Run 1, gate families picked out:
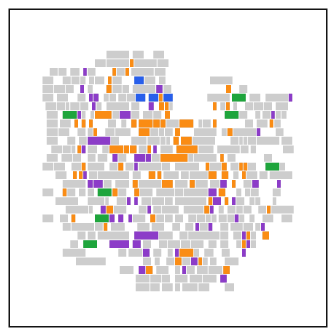
Run 1, cells coloured by class:
Scale bar: 20 um. Fill, decap, tap and diode cells in grey.
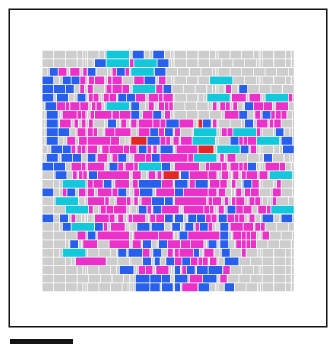
Run 1, clock routing:
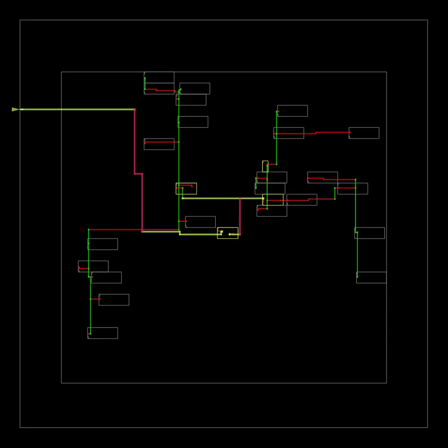
### src/rtl/tilt_pkg.sv
// Shared types for the tilt entry path: FSM encoding, sample classes,
// tilt_state output codes and the default thresholds.
package tilt_pkg;

  localparam int DEF_THRESH = 80;
  localparam int DEF_HYST   = 20;

  typedef enum logic [2:0] {
    ST_NEUTRAL  = 3'd0,
    ST_ARM_POS  = 3'd1,
    ST_ARM_NEG  = 3'd2,
    ST_HELD_POS = 3'd3,
    ST_HELD_NEG = 3'd4
  } tilt_st_e;

  typedef enum logic [1:0] {
    CLS_REL  = 2'd0,
    CLS_BAND = 2'd1,
    CLS_POS  = 2'd2,
    CLS_NEG  = 2'd3
  } tilt_cls_e;

  localparam logic [1:0] TS_NEUTRAL  = 2'b00;
  localparam logic [1:0] TS_ARMING   = 2'b01;
  localparam logic [1:0] TS_HELD_POS = 2'b10;
  localparam logic [1:0] TS_HELD_NEG = 2'b11;

endpackage

### src/rtl/tilt_classify.sv
// Combinational tilt classifier: maps one signed axis sample to POS/NEG/REL/BAND.
module tilt_classify
  import tilt_pkg::*;
#(
  parameter int THRESH = DEF_THRESH,
  parameter int HYST   = DEF_HYST
) (
  input  logic signed [15:0] sample_i,
  output tilt_cls_e          cls_o
);

  // 17-bit compares so negating the thresholds never wraps near -32768
  localparam logic signed [16:0] POS_TH = 17'(THRESH);
  localparam logic signed [16:0] NEG_TH = 17'(-THRESH);
  localparam logic signed [16:0] REL_HI = 17'(THRESH - HYST);
  localparam logic signed [16:0] REL_LO = 17'(-(THRESH - HYST));

  logic signed [16:0] s17;
  assign s17 = {sample_i[15], sample_i};

  always_comb begin
    cls_o = CLS_BAND;
    if (s17 >= POS_TH)                     cls_o = CLS_POS;
    else if (s17 <= NEG_TH)                cls_o = CLS_NEG;
    else if (s17 < REL_HI && s17 > REL_LO) cls_o = CLS_REL;
  end

endmodule

### src/rtl/tilt_entry_ctrl.sv
// Tilt-to-entry controller: qualifies held tilts, issues single and
// auto-repeat steps, and keeps a saturating signed entry value.
module tilt_entry_ctrl
  import tilt_pkg::*;
#(
  parameter int THRESH         = DEF_THRESH,
  parameter int HYST           = DEF_HYST,
  parameter int HOLD_SAMPLES   = 3,
  parameter int REPEAT_SAMPLES = 10,
  parameter int VAL_MAX        = 999,
  parameter int VAL_W          = 11
) (
  input  logic                    clk,
  input  logic                    reset,
  input  logic                    sample_valid,
  input  logic signed [15:0]      sample,
  input  logic                    enable,
  input  logic                    load,
  input  logic signed [VAL_W-1:0] load_value,
  output logic signed [VAL_W-1:0] value,
  output logic                    step_up,
  output logic                    step_dn,
  output logic                    sat,
  output logic [1:0]              tilt_state
);

  localparam int HCW = (HOLD_SAMPLES < 2) ? 1 : $clog2(HOLD_SAMPLES + 1);
  localparam int RCW = (REPEAT_SAMPLES < 2) ? 1 : $clog2(REPEAT_SAMPLES + 1);
  localparam logic signed [VAL_W-1:0] VMAX = VAL_W'(VAL_MAX);
  localparam logic signed [VAL_W-1:0] VMIN = VAL_W'(-VAL_MAX);
  localparam logic FIRST_HIT = (HOLD_SAMPLES == 1);

  tilt_cls_e cls;
  tilt_st_e  state_q, state_d;
  logic [HCW-1:0] hcnt_q, hcnt_d, hinc;
  logic [RCW-1:0] rcnt_q, rcnt_d, rinc;
  logic up_req, dn_req, go_pos, go_neg;
  logic signed [VAL_W-1:0] value_q, value_d;
  logic step_up_q, step_up_d, step_dn_q, step_dn_d, sat_q, sat_d;

  tilt_classify #(.THRESH(THRESH), .HYST(HYST)) u_cls (
    .sample_i (sample),
    .cls_o    (cls)
  );

  assign hinc = hcnt_q + HCW'(1);
  assign rinc = rcnt_q + RCW'(1);

  always_ff @(posedge clk) begin
    if (reset) begin
      state_q <= ST_NEUTRAL;
      hcnt_q  <= '0;
      rcnt_q  <= '0;
    end else begin
      state_q <= state_d;
      hcnt_q  <= hcnt_d;
      rcnt_q  <= rcnt_d;
    end
  end

  always_comb begin
    state_d = state_q;
    hcnt_d  = hcnt_q;
    rcnt_d  = rcnt_q;
    up_req  = 1'b0;
    dn_req  = 1'b0;
    go_pos  = 1'b0;
    go_neg  = 1'b0;
    if (!enable) begin
      state_d = ST_NEUTRAL;
      hcnt_d  = '0;
      rcnt_d  = '0;
    end else if (sample_valid) begin
      unique case (state_q)
        ST_NEUTRAL: begin
          go_pos = (cls == CLS_POS);
          go_neg = (cls == CLS_NEG);
        end
        ST_ARM_POS, ST_ARM_NEG: begin
          if (cls == CLS_REL) begin
            state_d = ST_NEUTRAL;
            hcnt_d  = '0;
          end else if ((cls == CLS_POS) == (state_q == ST_ARM_POS) && cls != CLS_BAND) begin
            if (hinc == HCW'(HOLD_SAMPLES)) begin
              state_d = (state_q == ST_ARM_POS) ? ST_HELD_POS : ST_HELD_NEG;
              rcnt_d  = '0;
              up_req  = (state_q == ST_ARM_POS);
              dn_req  = (state_q == ST_ARM_NEG);
            end else begin
              hcnt_d = hinc;
            end
          end else if (cls != CLS_BAND) begin
            go_pos = (cls == CLS_POS);
            go_neg = (cls == CLS_NEG);
          end
        end
        ST_HELD_POS, ST_HELD_NEG: begin
          if (cls == CLS_REL) begin
            state_d = ST_NEUTRAL;
            hcnt_d  = '0;
            rcnt_d  = '0;
          end else if (state_q == ST_HELD_POS && cls == CLS_NEG) begin
            go_neg = 1'b1;
          end else if (state_q == ST_HELD_NEG && cls == CLS_POS) begin
            go_pos = 1'b1;
          end else if (rinc == RCW'(REPEAT_SAMPLES)) begin
            rcnt_d = '0;
            up_req = (state_q == ST_HELD_POS);
            dn_req = (state_q == ST_HELD_NEG);
          end else begin
            rcnt_d = rinc;
          end
        end
        default: state_d = ST_NEUTRAL;
      endcase
      // Entering an arm phase counts as the first qualifying sample
      if (go_pos || go_neg) begin
        hcnt_d  = HCW'(1);
        rcnt_d  = '0;
        state_d = go_pos ? (FIRST_HIT ? ST_HELD_POS : ST_ARM_POS)
                         : (FIRST_HIT ? ST_HELD_NEG : ST_ARM_NEG);
        up_req  = go_pos && FIRST_HIT;
        dn_req  = go_neg && FIRST_HIT;
      end
    end
  end

  always_comb begin
    value_d   = value_q;
    step_up_d = 1'b0;
    step_dn_d = 1'b0;
    if (load) begin
      if (load_value > VMAX)      value_d = VMAX;
      else if (load_value < VMIN) value_d = VMIN;
      else                        value_d = load_value;
    end else if (up_req && value_q != VMAX) begin
      value_d   = value_q + VAL_W'(1);
      step_up_d = 1'b1;
    end else if (dn_req && value_q != VMIN) begin
      value_d   = value_q - VAL_W'(1);
      step_dn_d = 1'b1;
    end
    sat_d = (value_d == VMAX) || (value_d == VMIN);
  end

  always_ff @(posedge clk) begin
    if (reset) begin
      value_q   <= '0;
      step_up_q <= 1'b0;
      step_dn_q <= 1'b0;
      sat_q     <= 1'b0;
    end else begin
      value_q   <= value_d;
      step_up_q <= step_up_d;
      step_dn_q <= step_dn_d;
      sat_q     <= sat_d;
    end
  end

  always_comb begin
    value   = value_q;
    step_up = step_up_q;
    step_dn = step_dn_q;
    sat     = sat_q;
    unique case (state_q)
      ST_ARM_POS, ST_ARM_NEG: tilt_state = TS_ARMING;
      ST_HELD_POS:            tilt_state = TS_HELD_POS;
      ST_HELD_NEG:            tilt_state = TS_HELD_NEG;
      default:                tilt_state = TS_NEUTRAL;
    endcase
  end

endmodule

### config.mk
export PLATFORM = sky130hd
export DESIGN_NAME = tilt_entry_ctrl
export DESIGN_NICKNAME = d
export VERILOG_FILES = /design/src/rtl/tilt_pkg.sv /design/src/rtl/tilt_classify.sv /design/src/rtl/tilt_entry_ctrl.sv
export SDC_FILE = /design/constraint.sdc
export NUM_CORES = 1
export LEC_CHECK = 0
export CAP_MARGIN = 0
export CORE_MARGIN = 10
export CORE_UTILIZATION = 35
export DETAILED_ROUTE_END_ITERATION = 7
export PLACE_DENSITY = 0.68
export SYNTH_ARGS = -nofsm -noshare
export SYNTH_HDL_FRONTEND = slang
export SYNTH_SLANG_ARGS = --single-unit
### constraint.sdc
create_clock -name clk -period 3.2 [get_ports clk]
set_clock_uncertainty 0.1 [all_clocks]
set_input_delay 0.48 -clock clk [delete_from_list [all_inputs] [get_ports clk]]
set_output_delay 0.48 -clock clk [all_outputs]
set_load 0.02 [all_outputs]
==> metrics.cfg, run 1 <==
[logic_synthesis]
yosys_cells = 298
synth_chip_area_um2 = 2230
ys_seq_share_pct = 20.7
ys.flops = 23
syn_inst = 298
top_cell_area_share_pct = 20.7
synth_cell_type_count = 68
ys.flop_type = dfxtp_1
yosysTopAreaCell = dfxtp_1
synthArstFlopShare_pct = 0
most_common_cell = nor2_1
netlist_top_cells_count = nor2_1 (35), nand2_1 (28), a21oi_1 (24)
syn_area_um2 = 2230
yosysWarnings = 0

[power_and_ir_drop]
pwr-share-seq_pct = 37.3
ir_drop_mv = 0.169
p_int_mw = 0.553
p_seq_mw = 0.311
switching_share_pct = 33.7
p_switching_mw = 0.281
pg_comb_mw = 0.339
pwr-share-clk_pct = 22.2
powerDensity_nw_per_um2 = 228
leakagePower_nw = 1.45

[critical_path]
cp-start-kind = primary input
path_depth = 14
timing.rr.start = rcnt_q[0]$_SDFFE_PP0P_
crit_type = in -> reg
rrSetupSlack_ns = -0.03
worst_r2r_path_depth = 13
cp_slowest_cell = or4b_4
crit_path_max_incr_delay_ns = 0.53
cp.required_ns = 3.32
crit_end = sat$_SDFF_PP0_
worst_r2r_endpoint = sat$_SDFF_PP0_
crit_fanout = 3
crit_chain = buf_6, or4b_4, or4_4, o32ai_4, buf_4, a41o_4, buf_4, buf_4, nand4_4, a2111oi_4, a2111oi_4, nand3b_4, nor4b_2, a22o_1

[finish]
nNetsFinal = 461
final_area_um2 = 3670
combGateArea_um2 = 1880
diodes = 0
fill_cells = 525
seq_area_um2 = 460
synthToLayoutAreaGrowth_pct = 64.7
drive_above_1_share_pct = 32.5

[floorplanning]
rows = 28
die_w_um = 99.7
die_area_um2 = 9950
chipHeight_um = 99.7
fp-utilization_pct = 36.7
core_um2 = 6060

[global_route]
grt_remaining_overflow = 0
grt_pass1_vias = 2818
antenna_found_initial = 0
grt_max_degree = 15
use_met3_pct = 3.46
track_usage_pct = 15.5
busiest_layer = met2
met1_usage_pct = 17.5
grt_use_met2_pct = 27.6

[routing]
final_antenna_net_count = 0
met2WireLength_mm = 4.17
highest_layer = met4
wl_met1_mm = 3.42
post_drt_via_cell_ratio = 5.75
drc = 0

[flow_run]
log.warning_count = 32

[final_timing]
setup_slack_ns = -0.240
worst_pin_slew_ns = 0.538
period_minus_slack_ns = 3.44
drv_slew = 0
relSlewSlack_pct = 63.8
finalClockPeriodUsage_pct = 107
setup_viol = 2
timing.fmax_ghz = 0.291

[placed_design]
place.gp.congestion = 0.917
post-place-ws_ns = -0.880
port_buffers = 47
dp_hpwl_mm = 6.12

[clocking]
htree_levels = 1
clock_path_buffers = 2
cts_tree = built

[status]
violations = negative setup slack
status = complete, but fails checks

[hold_path]
whs_endpoint = hcnt_q[1]$_SDFFE_PP0P_
min_path_cells = 2
min_from = hcnt_q[1]$_SDFFE_PP0P_

About 'gate families picked out':
Key: xor and xnor cells = blue [cells 4, where north]; nor cells = orange [cells 74]; fa/ha/maj cells = green [cells 7]; nand cells = purple [cells 52]

About 'cells coloured by class':
Key: remaining buffers and delay cells = blue [cells 131]; clock drivers and dummy loads = red [cells 4]; remaining logic cells = magenta [cells 263]; registers = cyan [cells 23]

About 'clock routing':
# clk buffers: 4
Late-Pin Clk Latency: 0.27 ns
CTS buffer count: 3
clock network power: 0.185 mW
CTS Sinks: 23

## run 1: per-stage QoR
step | hold WS, ns | instances | TNS, ns | power (mW) | utilization [%]
final | 0.370 | 496 | -0.242 | 0.835 | 60.5
after floorplan | 0.336 | 298 | -0.310 | 0.465 | -
after global placement | 0.348 | 473 | -7.57 | 0.622 | 53.3
after CTS | 0.375 | 490 | -0.197 | 0.821 | 58.1
after global routing | 0.405 | 496 | -0.472 | 0.872 | 60.5
after detailed placement | 0.364 | 473 | -8.40 | 0.625 | 53.3
## run 1: repair_timing
action,4_1_cts,5_1_grt
resized,53,27
pin swaps,29,25
buffers inserted,13,7
endpoints found under the setup margin,17,12
hold buffers,0,0
## run 1: cell type report
| type | count | area share [%] |
|---|---|---|
| sequential | 23 | 12.6 |
| inverter | 12 | 1.23 |
| multi-input combinational | 251 | 51.2 |
| timing repair buffer | 131 | 31.2 |
| tap | 75 | 2.56 |
| clock buffer | 4 | 1.23 |
## run 1: logic make-up (layout without fill, tap and decap cells)
group	Yosys count	in the layout	synth area share, %
DFF	23	23	20.7
xor gates and xnor gates	4	4	1.57
AOI/OAI and AO/OA	89	89	30.5
adders and majority gates	7	7	3.93
muxes	2	2	0.899
buffers and inverters	24	147	4.61
and+or+nand+nor	149	149	37.8
## run 1: layout by cell type (no fill, tap or decap), types with 10 or more instances in the layout
master,instances
clkdlybuf4s50_1,31
nand2_1,28
nor3_1,18
buf_4,74
nor2_1,35
inv_1,12
o21ai_0,10
a21oi_1,20
buf_6,10
dfxtp_1,23
## run 1: registers in the layout (all words and copies together), names as in the netlist
signal,cells
rcnt_q,4
state_q,3
step_up,1
value,11
step_dn,1
hcnt_q,2
sat,1
Run 1, cell sizes after repair:
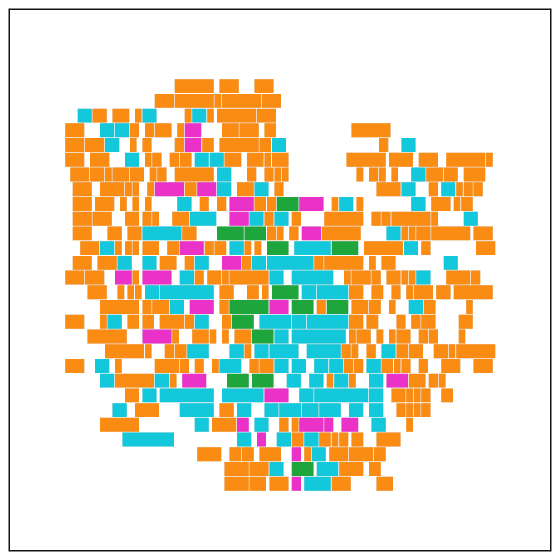

==> run 1 -> run 2 <==
--- a/config.mk
+++ b/config.mk
@@ -7,9 +7,9 @@
 export LEC_CHECK = 0
 export CAP_MARGIN = 0
 export CORE_MARGIN = 10
-export CORE_UTILIZATION = 35
+export CORE_UTILIZATION = 30
 export DETAILED_ROUTE_END_ITERATION = 7
-export PLACE_DENSITY = 0.68
+export PLACE_DENSITY = 0.61
 export SYNTH_ARGS = -nofsm -noshare
 export SYNTH_HDL_FRONTEND = slang
 export SYNTH_SLANG_ARGS = --single-unit
Run 2, cell sizes after repair:
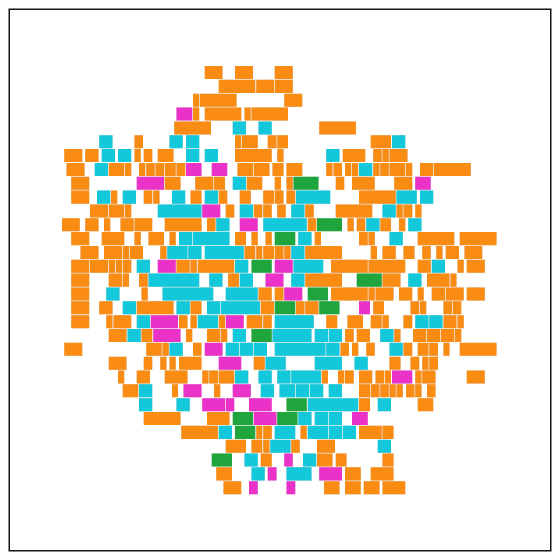
Key: x1 and smaller = orange [cells 278, share 66%]; x6 and larger = green [cells 14, share 3.3%]; x2 = magenta [cells 30, share 7.1%]; x3 and x4 = cyan [cells 102, share 24%]

Run 2, metal 2:
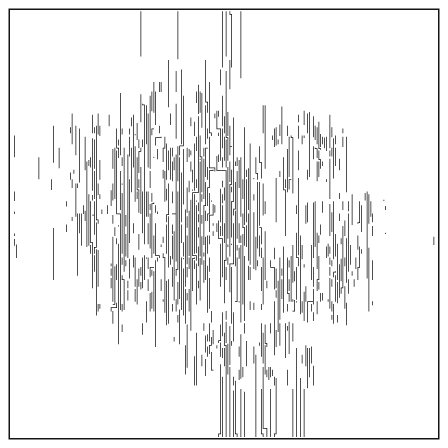
The wires run mostly vertical. The layer holds 49% of the routed length.

Run 2, gate families picked out:
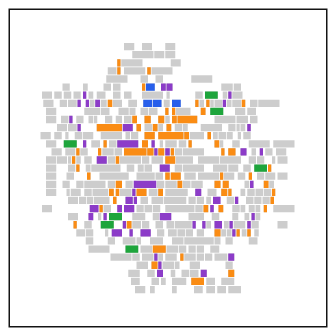
Key: nor cells = orange [cells 74, where centre]; xor and xnor cells = blue [cells 4]; fa/ha/maj cells = green [cells 7]; nand cells = purple [cells 52]

==> metrics.cfg, run 2 <==
[power_and_ir_drop]
ir_drop_mv = 0.129  ; was 0.169 mV
p_total_mw = 0.847  ; was 0.835 mW
leakagePower_nw = 1.46  ; was 1.45 nW
powerDensity_nw_per_um2 = 228  ; about the same

[critical_path]
cp.required_ns = 3.32  ; about the same
path_depth = 13  ; was 14
crit_path_max_incr_delay_ns = 0.53  ; about the same
critPathBufInv = 3  ; was 4
worst_r2r_path_depth = 13  ; unchanged
crit_fanout = 5  ; was 3
critPathLaunch = sample[1]  ; unchanged
endpoint_kind = register  ; unchanged
worst_r2r_endpoint = sat$_SDFF_PP0_  ; unchanged
timing.rr.start = rcnt_q[1]$_SDFFE_PP0P_  ; was rcnt_q[0]$_SDFFE_PP0P_
crit_family = simple AND/OR/NAND/NOR gates  ; unchanged
crit_chain = buf_6, or4b_4, or4_4, o32ai_4, buf_6, a41o_4, nand2_4, buf_4, o2111ai_2, nand2_1, a211o_1, nor4_4, a22o_1  ; was buf_6, or4b_4, or4_4, o32ai_4, buf_4, a41o_4, buf_4, buf_4, nand4_4, a2111oi_4, a2111oi_4, nand3b_4, nor4b_2, a22o_1
crit_type = in -> reg  ; unchanged
arrival_ns = 3.59  ; was 3.56 ns
rrSetupSlack_ns = -0.02  ; was -0.03 ns
crit_end = sat$_SDFF_PP0_  ; unchanged
crit_top_cell = buf_6  ; was buf_4
cp-start-kind = primary input  ; unchanged
cp_slowest_cell = or4b_4  ; unchanged

[final_timing]
drv_slew = 0  ; unchanged
relSlewSlack_pct = 65.4  ; was 63.8%
setup_viol = 1  ; was 2
hold_violations = 0  ; unchanged
hold_ws_ns = 0.361  ; was 0.370 ns
timing.fmax_ghz = 0.288  ; was 0.291 GHz
finalClockPeriodUsage_pct = 109  ; was 107%
setup_slack_ns = -0.273  ; was -0.240 ns
period_minus_slack_ns = 3.47  ; was 3.44 ns
grt_setup_unrepaired = true  ; unchanged
setup_tns_ns = -0.273  ; was -0.242 ns
worst_pin_slew_ns = 0.515  ; was 0.538 ns

[clocking]
clock_path_buffers = 2  ; unchanged
cts-buffers-inserted = 3  ; unchanged
postCtsHoldBufs = 0  ; unchanged
htree_levels = 1  ; unchanged
clk-insertion-delay-late_ns = 0.27  ; about the same
numClockSinks = 23  ; unchanged
cts_tree = built  ; unchanged
cts.repair.resized = 55  ; was 53
cts_root_buf = clkbuf_8  ; unchanged
post_cts_buffers = 9  ; was 13
cts.clk_slew.worst_paths_ns = 0.09  ; was 0.08 ns

[logic_synthesis]
synth_chip_area_um2 = 2230  ; unchanged
synth_cell_type_count = 68  ; unchanged
synth_nets = 337  ; unchanged
yosys_cells = 298  ; unchanged
syn_area_per_cell_um2 = 7.47  ; unchanged
netlist_top_cells_count = nor2_1 (35), nand2_1 (28), a21oi_1 (24)  ; unchanged
yosysTopAreaCell = dfxtp_1  ; unchanged
syn_area_um2 = 2230  ; unchanged
top_cell_area_share_pct = 20.7  ; unchanged
yosysWarnings = 0  ; unchanged
ys_seq_share_pct = 20.7  ; unchanged
ys.flop_type = dfxtp_1  ; unchanged
most_common_cell = nor2_1  ; unchanged
top_cells_by_area = dfxtp_1 (21%), nor2_1 (5.9%), a21oi_1 (5.4%)  ; unchanged
ys.flops = 23  ; unchanged
synthArstFlopShare_pct = 0  ; unchanged
syn_inst = 298  ; unchanged

[placed_design]
dpl_cell_area_um2 = 3320  ; was 3230 um2
post-place-ws_ns = -0.859  ; was -0.880 ns
dp_hpwl_mm = 6.10  ; was 6.12 mm
port_buffers = 47  ; unchanged
place.gp.congestion = 0.887  ; was 0.917
dp.cells = 506  ; was 473

[finish]
lay_top_cells = buf_4 (77), nor2_1 (34), clkdlybuf4s50_1 (31)  ; was buf_4 (74), nor2_1 (35), clkdlybuf4s50_1 (31)
nNetsFinal = 464  ; was 461
drive_above_1_share_pct = 34.4  ; was 32.5%
utilization_pct = 51.5  ; was 60.5%
diodes = 0  ; unchanged
layout_top_cell = buf_4  ; unchanged
instances_no_fill = 523  ; was 496
final_area_um2 = 3710  ; was 3670 um2
largest_register_ffs = 11  ; unchanged
synthToLayoutAreaGrowth_pct = 66.8  ; was 64.7%

[global_route]
grt_max_degree = 18  ; was 15
grt_pass1_vias = 2743  ; was 2818
grt_use_met2_pct = 24.4  ; was 27.6%
grt_remaining_overflow = 0  ; unchanged
track_usage_pct = 13.8  ; was 15.5%
use_met3_pct = 3.50  ; was 3.46%
met1_usage_pct = 16.3  ; was 17.5%
grt_first_pass_wirelength_mm = 13.4  ; was 13.1 mm
antenna_found_initial = 0  ; unchanged
busiest_layer = met2  ; unchanged

[floorplanning]
rows = 31  ; was 28
core_um2 = 7210  ; was 6060 um2
fp-utilization_pct = 30.9  ; was 36.7%
die_w_um = 106  ; was 99.7 um
pin_count = 48  ; unchanged
die_area_um2 = 11300  ; was 9950 um2
chipHeight_um = 106  ; was 99.7 um

[routing]
wl_met1_mm = 3.47  ; was 3.42 mm
wl_mm = 8.12  ; was 8.24 mm
dr.pass1.iters = 4  ; unchanged
highest_layer = met4  ; unchanged
vias = 2821  ; was 2853
drtIter0Drc = 274  ; was 173
met2WireLength_mm = 4.01  ; was 4.17 mm
dr_wl_met3_um = 532  ; was 491 um
drc = 0  ; unchanged
final_antenna_net_count = 0  ; unchanged
post_drt_via_cell_ratio = 5.39  ; was 5.75

[flow_run]
log.warning_count = 32  ; unchanged
drv_cap = 0  ; unchanged

[status]
violations = negative setup slack  ; unchanged
status = complete, but fails checks  ; unchanged

[hold_path]
hold_path.class = reg -> reg  ; unchanged

==> run 2: cells by family after synthesis <==
kind of cell / count (synthesis) / share of synthesized area [%]
AND/OR/NAND/NOR: 149 / 37.8
buffers and inverters: 24 / 4.61
adder cells (fa/ha/maj): 7 / 3.93
XOR/XNOR: 4 / 1.57
multiplexers: 2 / 0.899
flip-flops: 23 / 20.7
AND-OR/OR-AND: 89 / 30.5
==> run 2: worst min-delay path: stages, from the launching register on <==
cell and delay (ns):
dfxtp_1 0.32, nand2_1 0.05, a21oi_1 0.05
==> run 2: layout make-up <==
class	count	area, um2
clock buffer	4	45.0
multi-input combinational	251	1900
timing repair buffer	134	1140
fill	693	3500
inverter	12	45.0
sequential	23	460
tap	99	124
==> run 2: how the worst min path moves through the flow <==
| stage | endpoint | cells past startpoint | slack (ns) | from |
|---|---|---|---|---|
| final | hcnt_q[1]$_SDFFE_PP0P_ | 2 | 0.36 | hcnt_q[1]$_SDFFE_PP0P_ |
| after global routing | hcnt_q[1]$_SDFFE_PP0P_ | 2 | 0.39 | hcnt_q[1]$_SDFFE_PP0P_ |
| after CTS | hcnt_q[1]$_SDFFE_PP0P_ | 2 | 0.37 | hcnt_q[1]$_SDFFE_PP0P_ |
| after detailed placement | hcnt_q[1]$_SDFFE_PP0P_ | 2 | 0.35 | hcnt_q[1]$_SDFFE_PP0P_ |
| after global placement | hcnt_q[1]$_SDFFE_PP0P_ | 2 | 0.35 | hcnt_q[1]$_SDFFE_PP0P_ |
| after floorplan | hcnt_q[1]$_SDFFE_PP0P_ | 2 | 0.34 | hcnt_q[1]$_SDFFE_PP0P_ |
==> run 2: power breakdown <==
part	total (mW)	internal [mW]	switching [mW]
Clock	0.189	0.0890	0.0996
Combinational	0.348	0.171	0.177
Sequential	0.310	0.298	0.0123
Run 2, cells coloured by class:
Scale bar: 20 um. Fill, decap, tap and diode cells in grey.
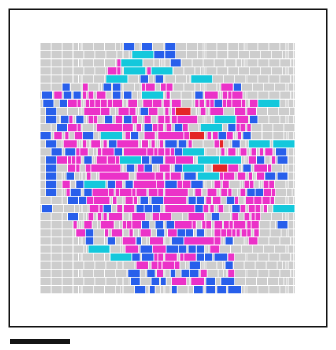

==> run 2 -> run 3 <==
--- a/config.mk
+++ b/config.mk
@@ -9,7 +9,9 @@
 export CORE_MARGIN = 10
 export CORE_UTILIZATION = 30
 export DETAILED_ROUTE_END_ITERATION = 7
-export PLACE_DENSITY = 0.61
+export PLACE_DENSITY_LB_ADDON = 0.3
+export REMOVE_ABC_BUFFERS = 1
+export SLEW_MARGIN = 15
 export SYNTH_ARGS = -nofsm -noshare
 export SYNTH_HDL_FRONTEND = slang
 export SYNTH_SLANG_ARGS = --single-unit
Run 3, cells coloured by class:
Scale bar: 20 um. Fill, decap, tap and diode cells in grey.
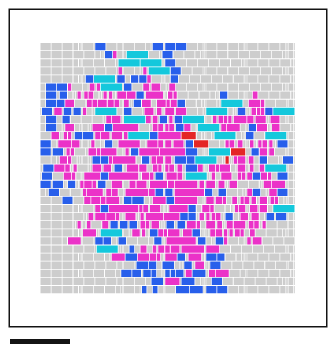
Key: registers = cyan [cells 23]; remaining buffers and delay cells = blue [cells 128]; clock drivers and dummy loads = red [cells 4]; remaining logic cells = magenta [cells 263]

Run 3, cell sizes after repair:
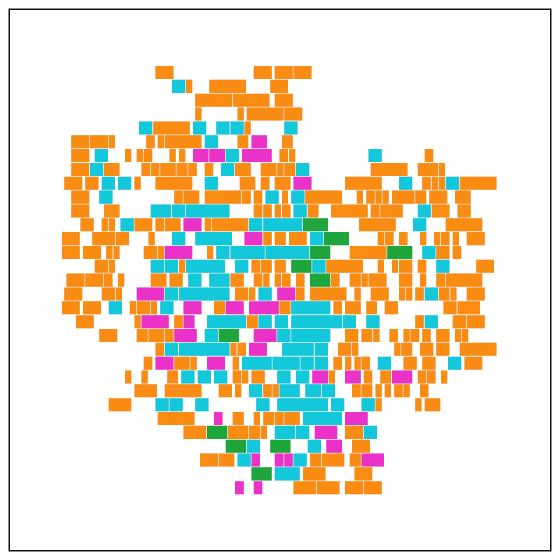
Key: x3 and x4 = cyan [cells 97, share 23%]; x2 = magenta [cells 33, share 7.9%]; x6 and larger = green [cells 11, share 2.6%]; x1 and smaller = orange [cells 277, share 66%]

Run 3, clock routing:
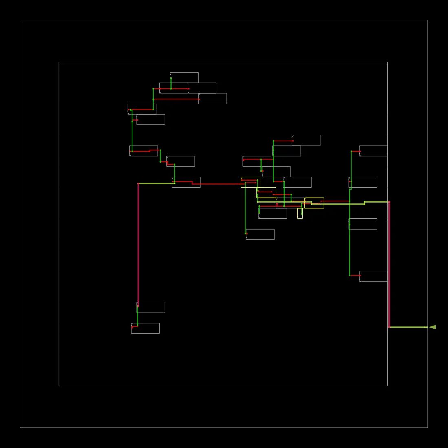
clock network power: 0.186 mW
flop count: 23

==> metrics.cfg, run 3 <==
[critical_path]
endpoint_kind = register  ; unchanged
crit_type = in -> reg  ; unchanged

[finish]
final-clk-cell-share_pct = 1.22  ; was 1.21%
comb_share_pct = 52.2  ; was 51.2%
instances_no_fill = 517  ; was 523
combGateArea_um2 = 1920  ; was 1900 um2
nNetsFinal = 458  ; was 464
num-clock-buffers = 4  ; unchanged
nMultiInputCombCells = 251  ; unchanged
n_all_buffers = 128  ; was 134
inv_count = 12  ; unchanged
synthToLayoutAreaGrowth_pct = 65.3  ; was 66.8%
seq_area_um2 = 460  ; unchanged

[clocking]
htree_levels = 1  ; unchanged
cts.clk_slew.worst_paths_ns = 0.09  ; about the same
numClockSinks = 23  ; unchanged
postCtsHoldBufs = 0  ; unchanged
cts_tree = built  ; unchanged

[final_timing]
hold_violations = 0  ; unchanged
timing.fmax_ghz = 0.289  ; was 0.288 GHz
setup_viol = 4  ; was 1
setup_slack_ns = -0.261  ; was -0.273 ns
period_minus_slack_ns = 3.46  ; was 3.47 ns
relSlewSlack_pct = 63.8  ; was 65.4%
grt_setup_unrepaired = true  ; unchanged

[logic_synthesis]
most_common_cell = nor2_1  ; unchanged
synth_chip_area_um2 = 2230  ; unchanged
synth_xor_xnor_area_share_pct = 1.57  ; unchanged
mux_share_pct = 0.899  ; unchanged
top_logic_kind = simple AND/OR/NAND/NOR gates  ; unchanged
syn_area_um2 = 2230  ; unchanged
simple_gate_share_pct = 37.8  ; unchanged
netlist_top_cells_count = nor2_1 (35), nand2_1 (28), a21oi_1 (24)  ; unchanged
ys_seq_share_pct = 20.7  ; unchanged
yosys_cells = 298  ; unchanged
top_cells_by_area = dfxtp_1 (21%), nor2_1 (5.9%), a21oi_1 (5.4%)  ; unchanged
synthAdderAreaFrac_pct = 3.93  ; unchanged
yosysWarnings = 0  ; unchanged

[global_route]
track_usage_pct = 13.8  ; about the same
met1_usage_pct = 15.5  ; was 16.3%
grt_pass1_vias = 2818  ; was 2743
grt_use_met2_pct = 24.4  ; about the same
busiest_layer = met2  ; unchanged
grt_first_pass_wirelength_mm = 13.3  ; was 13.4 mm

[routing]
drtIter0Drc = 138  ; was 274
met2WireLength_mm = 3.95  ; was 4.01 mm
wl_met1_mm = 3.39  ; was 3.47 mm
vias = 2819  ; was 2821
final_antenna_net_count = 0  ; unchanged

[hold_path]
min_from = hcnt_q[1]$_SDFFE_PP0P_  ; unchanged
hold_path.class = reg -> reg  ; unchanged

[status]
violations = negative setup slack  ; unchanged
status = complete, but fails checks  ; unchanged

[floorplanning]
rows = 31  ; unchanged
core_um2 = 7210  ; unchanged
chipHeight_um = 106  ; unchanged

[power_and_ir_drop]
ir_drop_mv = 0.139  ; was 0.129 mV
leakagePower_nw = 1.45  ; was 1.46 nW

[placed_design]
dp_hpwl_mm = 6.27  ; was 6.10 mm

[flow_run]
log.warning_count = 30  ; was 32
drv_cap = 0  ; unchanged

-- run 3: report_power, final --
part	leakage (nW)	total, mW	switching (mW)	internal [mW]
combinational	1.24	0.345	0.176	0.169
clock	0.0228	0.186	0.0970	0.0889
sequential	0.188	0.311	0.0128	0.298
-- run 3: critical path, cell delays in order --
cell and delay (ns):
buf_6 0.09, or4b_4 0.53, or4_4 0.44, o32ai_4 0.39, a41oi_4 0.21, buf_4 0.19
buf_4 0.13, buf_6 0.11, nor4_4 0.24, o21ai_2 0.10, xnor2_2 0.18, o21ai_2 0.08
and3_1 0.17, a22o_1 0.20
-- run 3: worst max-delay path by stage --
stage                   start        endpoint  cells past startpoint
CTS                 sample[1]  sat$_SDFF_PP0_                     11
detailed placement  sample[0]  sat$_SDFF_PP0_                     11
global placement    sample[0]  sat$_SDFF_PP0_                     11
finish              sample[1]  sat$_SDFF_PP0_                     14
floorplan           sample[0]  sat$_SDFF_PP0_                     10
global route        sample[1]  sat$_SDFF_PP0_                     12
-- run 3: metrics by stage --
step | setup TNS (ns) | instance area [um2] | util (%) | hold WS, ns | total power [mW]
finish | -0.529 | 3680 | 51.0 | 0.367 | 0.841
global route | -1.16 | 3680 | 51.0 | 0.386 | 0.883
CTS | -0.449 | 3530 | 48.9 | 0.370 | 0.834
floorplan | -0.317 | 2170 | - | 0.336 | 0.458
global placement | -7.26 | 3300 | 45.7 | 0.349 | 0.628
detailed placement | -8.48 | 3300 | 45.7 | 0.359 | 0.632
-- run 3: repair_timing --
action	in CTS	in global routing
endpoints found under the setup margin	17	10
gates resized	55	28
setup buffers	3	7
pin swaps	16	21
Power is estimated from default activity; no workload was simulated.
